===== config.mk =====
export PLATFORM = sky130hd
export DESIGN_NAME = id_ex_stage
export DESIGN_NICKNAME = d
export VERILOG_FILES = /design/src/rtl/pipe_pkg.sv /design/src/rtl/load_use_detect.sv /design/src/rtl/id_ex_stage.sv
export SDC_FILE = /design/constraint.sdc
export NUM_CORES = 1
export LEC_CHECK = 0
export ABC_AREA = 1
export CAP_MARGIN = 5
export CORE_MARGIN = 4
export CORE_UTILIZATION = 36
export DETAILED_ROUTE_END_ITERATION = 8
export PLACE_DENSITY = 0.76
export SLEW_MARGIN = 20
export SYNTH_ARGS = -nofsm -noshare
export SYNTH_HDL_FRONTEND = slang
export SYNTH_SLANG_ARGS = --single-unit

===== constraint.sdc =====
create_clock -name clk -period 1.7 [get_ports clk]
set_clock_uncertainty 0.1 [all_clocks]
set_input_delay 0.34 -clock clk [delete_from_list [all_inputs] [get_ports clk]]
set_output_delay 0.34 -clock clk [all_outputs]
set_load 0.03 [all_outputs]

===== src/rtl/pipe_pkg.sv =====
// Shared pipeline definitions: control-bundle bit layout and helpers.
// Imported by id_ex_stage and load_use_detect.
package pipe_pkg;

    localparam int CTRL_REG_WRITE  = 0;
    localparam int CTRL_MEM_READ   = 1;
    localparam int CTRL_MEM_WRITE  = 2;
    localparam int CTRL_MEM_TO_REG = 3;
    localparam int CTRL_ALU_SRC    = 4;
    localparam int CTRL_ALU_OP_LO  = 5;
    localparam int CTRL_ALU_OP_HI  = 7;

    localparam logic [4:0] REG_ZERO    = 5'd0;
    localparam logic [7:0] CTRL_BUBBLE = '0;

    // Saturating increment for 16-bit event counters
    function automatic logic [15:0] sat_inc(input logic [15:0] v);
        return (v == 16'hFFFF) ? v : v + 16'd1;
    endfunction

endpackage


===== src/rtl/load_use_detect.sv =====
// Combinational load-use hazard check between the EX-stage load
// and the instruction currently in ID.
module load_use_detect
    import pipe_pkg::*;
#(
    parameter int REG_AW = 5
) (
    input  logic              ex_valid,
    input  logic              ex_mem_read,
    input  logic [REG_AW-1:0] ex_rd,
    input  logic              id_valid,
    input  logic [REG_AW-1:0] id_rs,
    input  logic [REG_AW-1:0] id_rt,
    input  logic              id_uses_rs,
    input  logic              id_uses_rt,
    output logic              load_use
);

    logic rs_hit;
    logic rt_hit;
    logic ex_load;

    assign ex_load  = ex_valid & ex_mem_read & (ex_rd != REG_AW'(REG_ZERO));
    assign rs_hit   = id_uses_rs & (id_rs == ex_rd);
    assign rt_hit   = id_uses_rt & (id_rt == ex_rd);
    assign load_use = ex_load & id_valid & (rs_hit | rt_hit);

endmodule


===== src/rtl/id_ex_stage.sv =====
// ID/EX pipeline register with load-use bubble insertion, flush and hold.
// Optional hazard counters enabled by defining HAZARD_STATS_EN.
module id_ex_stage
    import pipe_pkg::*;
#(
    parameter int DATA_W = 32,
    parameter int REG_AW = 5,
    parameter int CTRL_W = 8
) (
    input  logic              clk,
    input  logic              rst_n,
    input  logic              id_valid,
    input  logic [DATA_W-1:0] id_pc,
    input  logic [REG_AW-1:0] id_rs,
    input  logic [REG_AW-1:0] id_rt,
    input  logic [REG_AW-1:0] id_rd,
    input  logic              id_uses_rs,
    input  logic              id_uses_rt,
    input  logic [DATA_W-1:0] id_reg_a,
    input  logic [DATA_W-1:0] id_reg_b,
    input  logic [DATA_W-1:0] id_imm,
    input  logic [CTRL_W-1:0] id_ctrl,
    input  logic              flush,
    input  logic              ex_hold,
    output logic              ex_valid,
    output logic [DATA_W-1:0] ex_pc,
    output logic [DATA_W-1:0] ex_reg_a,
    output logic [DATA_W-1:0] ex_reg_b,
    output logic [DATA_W-1:0] ex_imm,
    output logic [REG_AW-1:0] ex_rs,
    output logic [REG_AW-1:0] ex_rt,
    output logic [REG_AW-1:0] ex_rd,
    output logic [CTRL_W-1:0] ex_ctrl,
    output logic              stall_front,
    output logic [15:0]       load_use_cnt,
    output logic [15:0]       flush_cnt
);

    logic load_use;

    load_use_detect #(
        .REG_AW(REG_AW)
    ) u_load_use_detect (
        .ex_valid   (ex_valid),
        .ex_mem_read(ex_ctrl[CTRL_MEM_READ]),
        .ex_rd      (ex_rd),
        .id_valid   (id_valid),
        .id_rs      (id_rs),
        .id_rt      (id_rt),
        .id_uses_rs (id_uses_rs),
        .id_uses_rt (id_uses_rt),
        .load_use   (load_use)
    );

    // A taken flush redirects the front end, so it must not also stall it
    assign stall_front = ~flush & (ex_hold | load_use);

    always_ff @(posedge clk or negedge rst_n) begin
        if (!rst_n) begin
            ex_valid <= 1'b0;
            ex_pc    <= '0;
            ex_reg_a <= '0;
            ex_reg_b <= '0;
            ex_imm   <= '0;
            ex_rs    <= '0;
            ex_rt    <= '0;
            ex_rd    <= '0;
            ex_ctrl  <= '0;
        end else if (flush || (!ex_hold && load_use)) begin
            // Bubble: zero rd/ctrl kills forwarding and writes; data is don't-care
            ex_valid <= 1'b0;
            ex_rd    <= REG_AW'(REG_ZERO);
            ex_ctrl  <= CTRL_W'(CTRL_BUBBLE);
        end else if (!ex_hold) begin
            ex_valid <= id_valid;
            ex_pc    <= id_pc;
            ex_reg_a <= id_reg_a;
            ex_reg_b <= id_reg_b;
            ex_imm   <= id_imm;
            ex_rs    <= id_rs;
            ex_rt    <= id_rt;
            ex_rd    <= id_rd;
            ex_ctrl  <= id_valid ? id_ctrl : CTRL_W'(CTRL_BUBBLE);
        end
    end

`ifdef HAZARD_STATS_EN
    logic [15:0] lu_q;
    logic [15:0] fl_q;

    always_ff @(posedge clk or negedge rst_n) begin
        if (!rst_n) begin
            lu_q <= '0;
            fl_q <= '0;
        end else begin
            if (flush)
                fl_q <= sat_inc(fl_q);
            if (!flush && !ex_hold && load_use)
                lu_q <= sat_inc(lu_q);
        end
    end

    assign load_use_cnt = lu_q;
    assign flush_cnt    = fl_q;
`else
    assign load_use_cnt = 16'd0;
    assign flush_cnt    = 16'd0;
`endif

endmodule


**Run 1: routed clock nets over the placement**

Bar = 50 um.
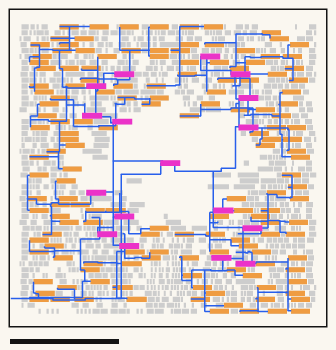
legend:
  blue:
    item: clock wires
    length: 2060 um
  magenta:
    item: clock drivers
    count: 17
  orange:
    item: flip-flops
    count: 152
routed clock nets: 18
Clk pwr share: 0.353
P_clk: 4010 uW
clk_lat worst skew: 0.42 ns

**Run 1: zoomed window**

Region (94, 21) to (124, 51) um. Cells in grey, sequential cells in the stronger grey; small squares are vias.
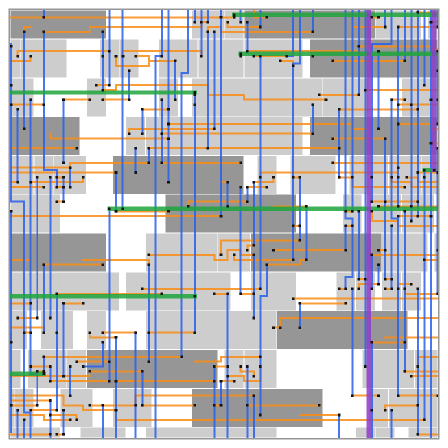
legend:
  blue:
    layer: metal 2
  orange:
    layer: metal 1
  green:
    layer: metal 3
  purple:
    layer: metal 4
netlist names of flops here include: ex_imm (8), ex_pc (3)
most frequent: nand2_1 (19), dfrtp_1 (12), nand4_1 (9)
cells with their middle in the window: 65
sequential cells in the window: 12

**Run 1: cell sizes after repair**

Bar = 50 um.
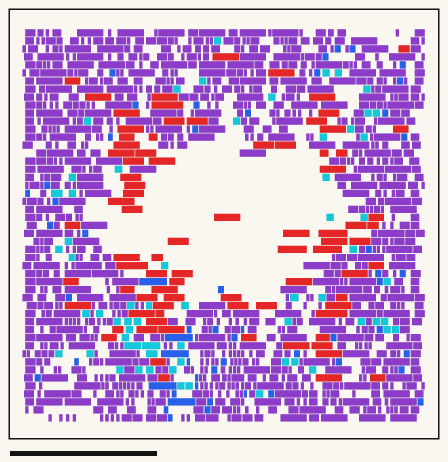
legend:
  blue:
    size: _2 cells
    cells: 55
  purple:
    size: _0 and _1 cells
    cells: 967
  red:
    size: _6 and larger
    cells: 83
  cyan:
    size: _3 and _4 cells
    cells: 62
Non-clk bufs: 417
final setup margin: -0.378 ns
Design Area, Final: 11800 um^2
Layout area overhead: 73.7%

**Run 1: register map, names as in the netlist**

Bar = 50 um. Other sequential cells in the stronger grey, the rest of the logic in the fainter grey.
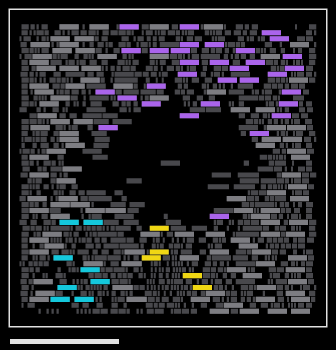
legend:
  cyan:
    signal: ex_ctrl
    sequential_cells: 8
    where: bottom left
  yellow:
    signal: ex_rs
    sequential_cells: 5
    where: bottom middle
  purple:
    signal: ex_reg_b
    sequential_cells: 32
post-layout util: 0.646
seq pwr: 4300 uW
register area: 3810 um^2
sequential portion of the cell area: 0.324

==> changes_impl.md, run 1 <==
### Implementation results

- Met1 WL: just over 10000 um
- DR vias/cell: 5.07
- Gate count after technology mapping: slightly below 800
- Syn Std Cell Area: a little under 7000 um^2
- Most frequent cells after synthesis: nand2_1 (341), nand4_1 (154), dfrtp_1 (152)
- Yosys cell count: 786
- Drt pass-1 iters: 5
- Clock-cell share: 0.0528
- Status: finished, violations left
- Overall power: 11300 uW
- Post-synth top area cell: dfrtp_1
- Sw Pwr: 3710 uW
- WP depth: 10
- Most frequent cells in the layout: nand2_1 (302), nand4_1 (154), clkdlybuf4s50_1 (154), dfrtp_1 (147), dlygate4sd2_1 (133)
- Tool warnings: 29
- Post-synthesis sequential area ratio: 0.562
- Violated checks: setup timing
- Main area contributors: dfrtp_1 (56%), nand2_1 (19%), nand4_1 (14%)
- Synth unique cells: 16
- Number of tapcells: 229
- Power per Cell Area: 965 nW/um^2
- GR Util met1: 0.272
- Pre-CTS setup slack: -0.472 ns
- Worst Setup End Kind: output pin
- Comb/total area: 0.218
- Clock buffer cells: 20
- Mux share: 0
- Post-synth EDFFs: 0
- CP Cell Sequence: clkdlybuf4s50_1, inv_1, nand2_1, nand2_2, nor2_1, nand3_1, nand2_2, nand2_4, a21oi_4, buf_6
- Sw Share: 0.327
- Top Usage Layer GRT: met2
- M2 GR Usage: 0.373
- FF-to-FF Start: ex_rd[2]$_DFFE_PN0P_
- Via Count: 7076
- Number of setup buffers added after CTS: 5
- Crit start category: input pin
- Clock sink total: 152
- CP top delay family: buffers and inverters
- Most common cell on crit path: nand2_2
- Core area: 18200 um^2
- HPWL Detailed: 16700 um
- Max Freq: 0.481 GHz
- Mi-comb count: 542
- Period Utilization, post-route: 1.22
- WL final: 25500 um
- Final nets: 1312
- Final setup margin: -0.378 ns
- DIE AREA: between 20000 and 25000 um^2
- Final setup viols: ~150
- FFs w/ async S/R, synth: 1.00
- R2R Setup Slk: -0.34 ns
- Inverter count: 24
- Most frequent logic cell in the layout: nand2_1
- Primary FF master, synth: dfrtp_1
- First-pass GRT wire length: 37500 um
- Die width: ~150 um
- H-tree depth: 4
- P_leak: 0.00621 uW
- Top logic family: simple AND/OR/NAND/NOR gates
- Placed Cells: 1340
- Clock root buffer: clkbuf_16
--- run 2 (diff from run 1) ---
Settings changed: CORE_MARGIN 4 to 2, SETUP_SLACK_MARGIN set to 0.5.
**Run 2: cell sizes after repair**

Bar = 50 um.
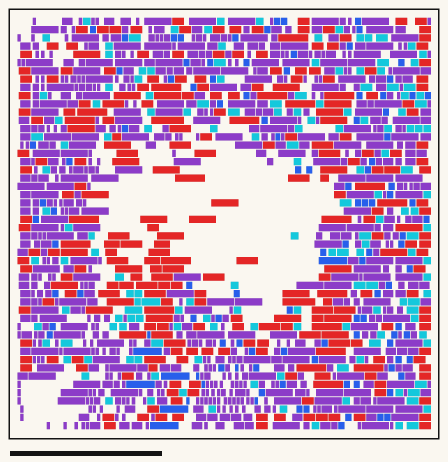
legend:
  blue:
    size: _2 cells
    cells: 112
  cyan:
    size: _3 and _4 cells
    cells: 157
  purple:
    size: _0 and _1 cells
    cells: 730
  red:
    size: _6 and larger
    cells: 264
Design Area, Final: 13700 um^2
Layout area overhead: 102%
final setup margin: -0.437 ns
Non-clk bufs: 514

==> run 2 against run 1 <==
Effect of this change: the run still ends with setup timing left; global-route usage grew 3.7 points; clock power shrank 3%; register-to-register slack lost 0.097 ns; worst setup slack lost 0.059 ns; synthesized cell count is the same; first-iteration DRC count grew 13%; area after synthesis is the same; cell area grew 16%; fmax shrank 2.8%; sequential share of layout area shrank 4.5 points; largest cell class unchanged; utilization grew 9.0 points; routed wire length grew 21%.
==> changes_impl.md, run 2 <==
### Implementation results

- Adder Share, Synth: 0 (unchanged)
- Yosys cell count: 786 (unchanged)
- CP Cell Sequence: inv_2, buf_6, nand4_1, nand4_1, inv_2, nand2_4, buf_6, buf_6, nand3_4, buf_6, buf_12, clkbuf_16, nand2_2, nand2_1 (was clkdlybuf4s50_1, inv_1, nand2_1, nand2_2, nor2_1, nand3_1, nand2_2, nand2_4, a21oi_4, buf_6)
- FFs w/ async S/R, synth: 1.00 (unchanged)
- Post-synth EDFFs: 0 (unchanged)
- WL final: 30700 um (was 25500 um)
- Inverter count: 24 (unchanged)
- Overall routing resource usage: 0.259 (was 0.222)
- Max Freq: 0.468 GHz (was 0.481 GHz)
- Slowest cell on crit path: dfrtp_2 (was clkdlybuf4s50_1)
- # rows: 50 (was 49)
- Post-synth top area cell: dfrtp_1 (unchanged)
- Fp_density: 0.364 (was 0.372)
- Simple-Gate Fraction of Synth Area: 0.341 (unchanged)
- Layout cells sized above 1: 0.422 (was 0.171)
- Most frequent cells in the layout: nand2_1 (212), buf_6 (171), nand4_1 (154), clkdlybuf4s50_1 (152), dfrtp_1 (146) (was nand2_1 (302), nand4_1 (154), clkdlybuf4s50_1 (154), dfrtp_1 (147), dlygate4sd2_1 (133))
- Logic area: 2930 um^2 (was 2560 um^2)
- H-tree depth: 4 (unchanged)
- Clock sink total: 152 (unchanged)
- Final nets: 1409 (was 1312)
- Synth unique cells: 16 (unchanged)
- R2R Setup Slk: -0.44 ns (was -0.34 ns)
- Worst Setup End Kind: register (was output pin)
- FF-to-FF Start: ex_rd[4]$_DFFE_PN0P_ (was ex_rd[2]$_DFFE_PN0P_)
- Sw Share: 0.335 (was 0.327)
- Tool warnings: 29 (unchanged)
- GR Util met1: 0.308 (was 0.272)
- Clock root buffer: clkbuf_16 (unchanged)
- P_leak: 0.00699 uW (was 0.00621 uW)
- Placed Cells: 1310 (was 1340)
- CTS Buf Count: 17 (unchanged)
- Clk pwr share: 0.311 (was 0.353)
- Syn Std Cell Area: 6770 um^2 (unchanged)
- Top Usage Layer GRT: met2 (unchanged)
- Comb/total area: 0.214 (was 0.218)
- Number of setup buffers added after CTS: 46 (was 5)
- WP depth: 14 (was 10)
- DR vias/cell: 5.30 (was 5.07)
- Met1 WL: 10800 um (was 10100 um)
- Power per Cell Area: 911 nW/um^2 (was 965 nW/um^2)
- Mux share: 0 (unchanged)
- Sw Pwr: 4170 uW (was 3710 uW)
- Clock buffer cells: 19 (was 20)
- Most frequent cells after synthesis: nand2_1 (341), nand4_1 (154), dfrtp_1 (152) (unchanged)
- Most frequent logic cell in the layout: nand2_1 (unchanged)
- Final setup viols: 153 (unchanged)
- P_clk: 3870 uW (was 4010 uW)
- Worst hold-check path type: in2async (was in2reg)
- Seq pwr: 4440 uW (was 4300 uW)
- Top logic family: simple AND/OR/NAND/NOR gates (unchanged)
- Main area contributors: dfrtp_1 (56%), nand2_1 (19%), nand4_1 (14%) (unchanged)
- Violated checks: setup timing (unchanged)
- Number of tapcells: 234 (was 229)
- Crit start category: register (was input pin)
- Die width: 141 um (was 145 um)
- Drt pass-1 iters: 6 (was 5)
- Gate count after technology mapping: 786 (unchanged)
- Core area: 18600 um^2 (was 18200 um^2)
- Mi-comb count: 542 (unchanged)
- First-pass GRT wire length: 40100 um (was 37500 um)
- Period Utilization, post-route: 1.26 (was 1.22)
- Pre-CTS setup slack: -0.521 ns (was -0.472 ns)
- Cell internal pwr: 8280 uW (was 7630 uW)
- Final setup margin: -0.437 ns (was -0.378 ns)
- Final Non-Filler Cells: 1497 (was 1396)
- Post-layout util: 0.735 (was 0.646)
- Overall power: 12400 uW (was 11300 uW)
- Status: finished, violations left (unchanged)
- M2 GR Usage: 0.443 (was 0.373)
- HPWL Detailed: 15500 um (was 16700 um)
- Sequential portion of the cell area: 0.279 (was 0.324)
- Post-synthesis sequential area ratio: 0.562 (unchanged)
- Most common cell on crit path: buf_6 (was nand2_2)
- CP top delay family: buffers and inverters (unchanged)
- Via Count: 7929 (was 7076)
- Primary FF master, synth: dfrtp_1 (unchanged)
- Register area: 3810 um^2 (about the same)
- Metal3 WL: 2780 um (was 2160 um)
- DIE AREA: 19900 um^2 (was 21100 um^2)
- Clock-cell share: 0.0429 (was 0.0528)
- Clk_lat worst skew: 0.42 ns (about the same)
Power is estimated from default activity; no workload was simulated.
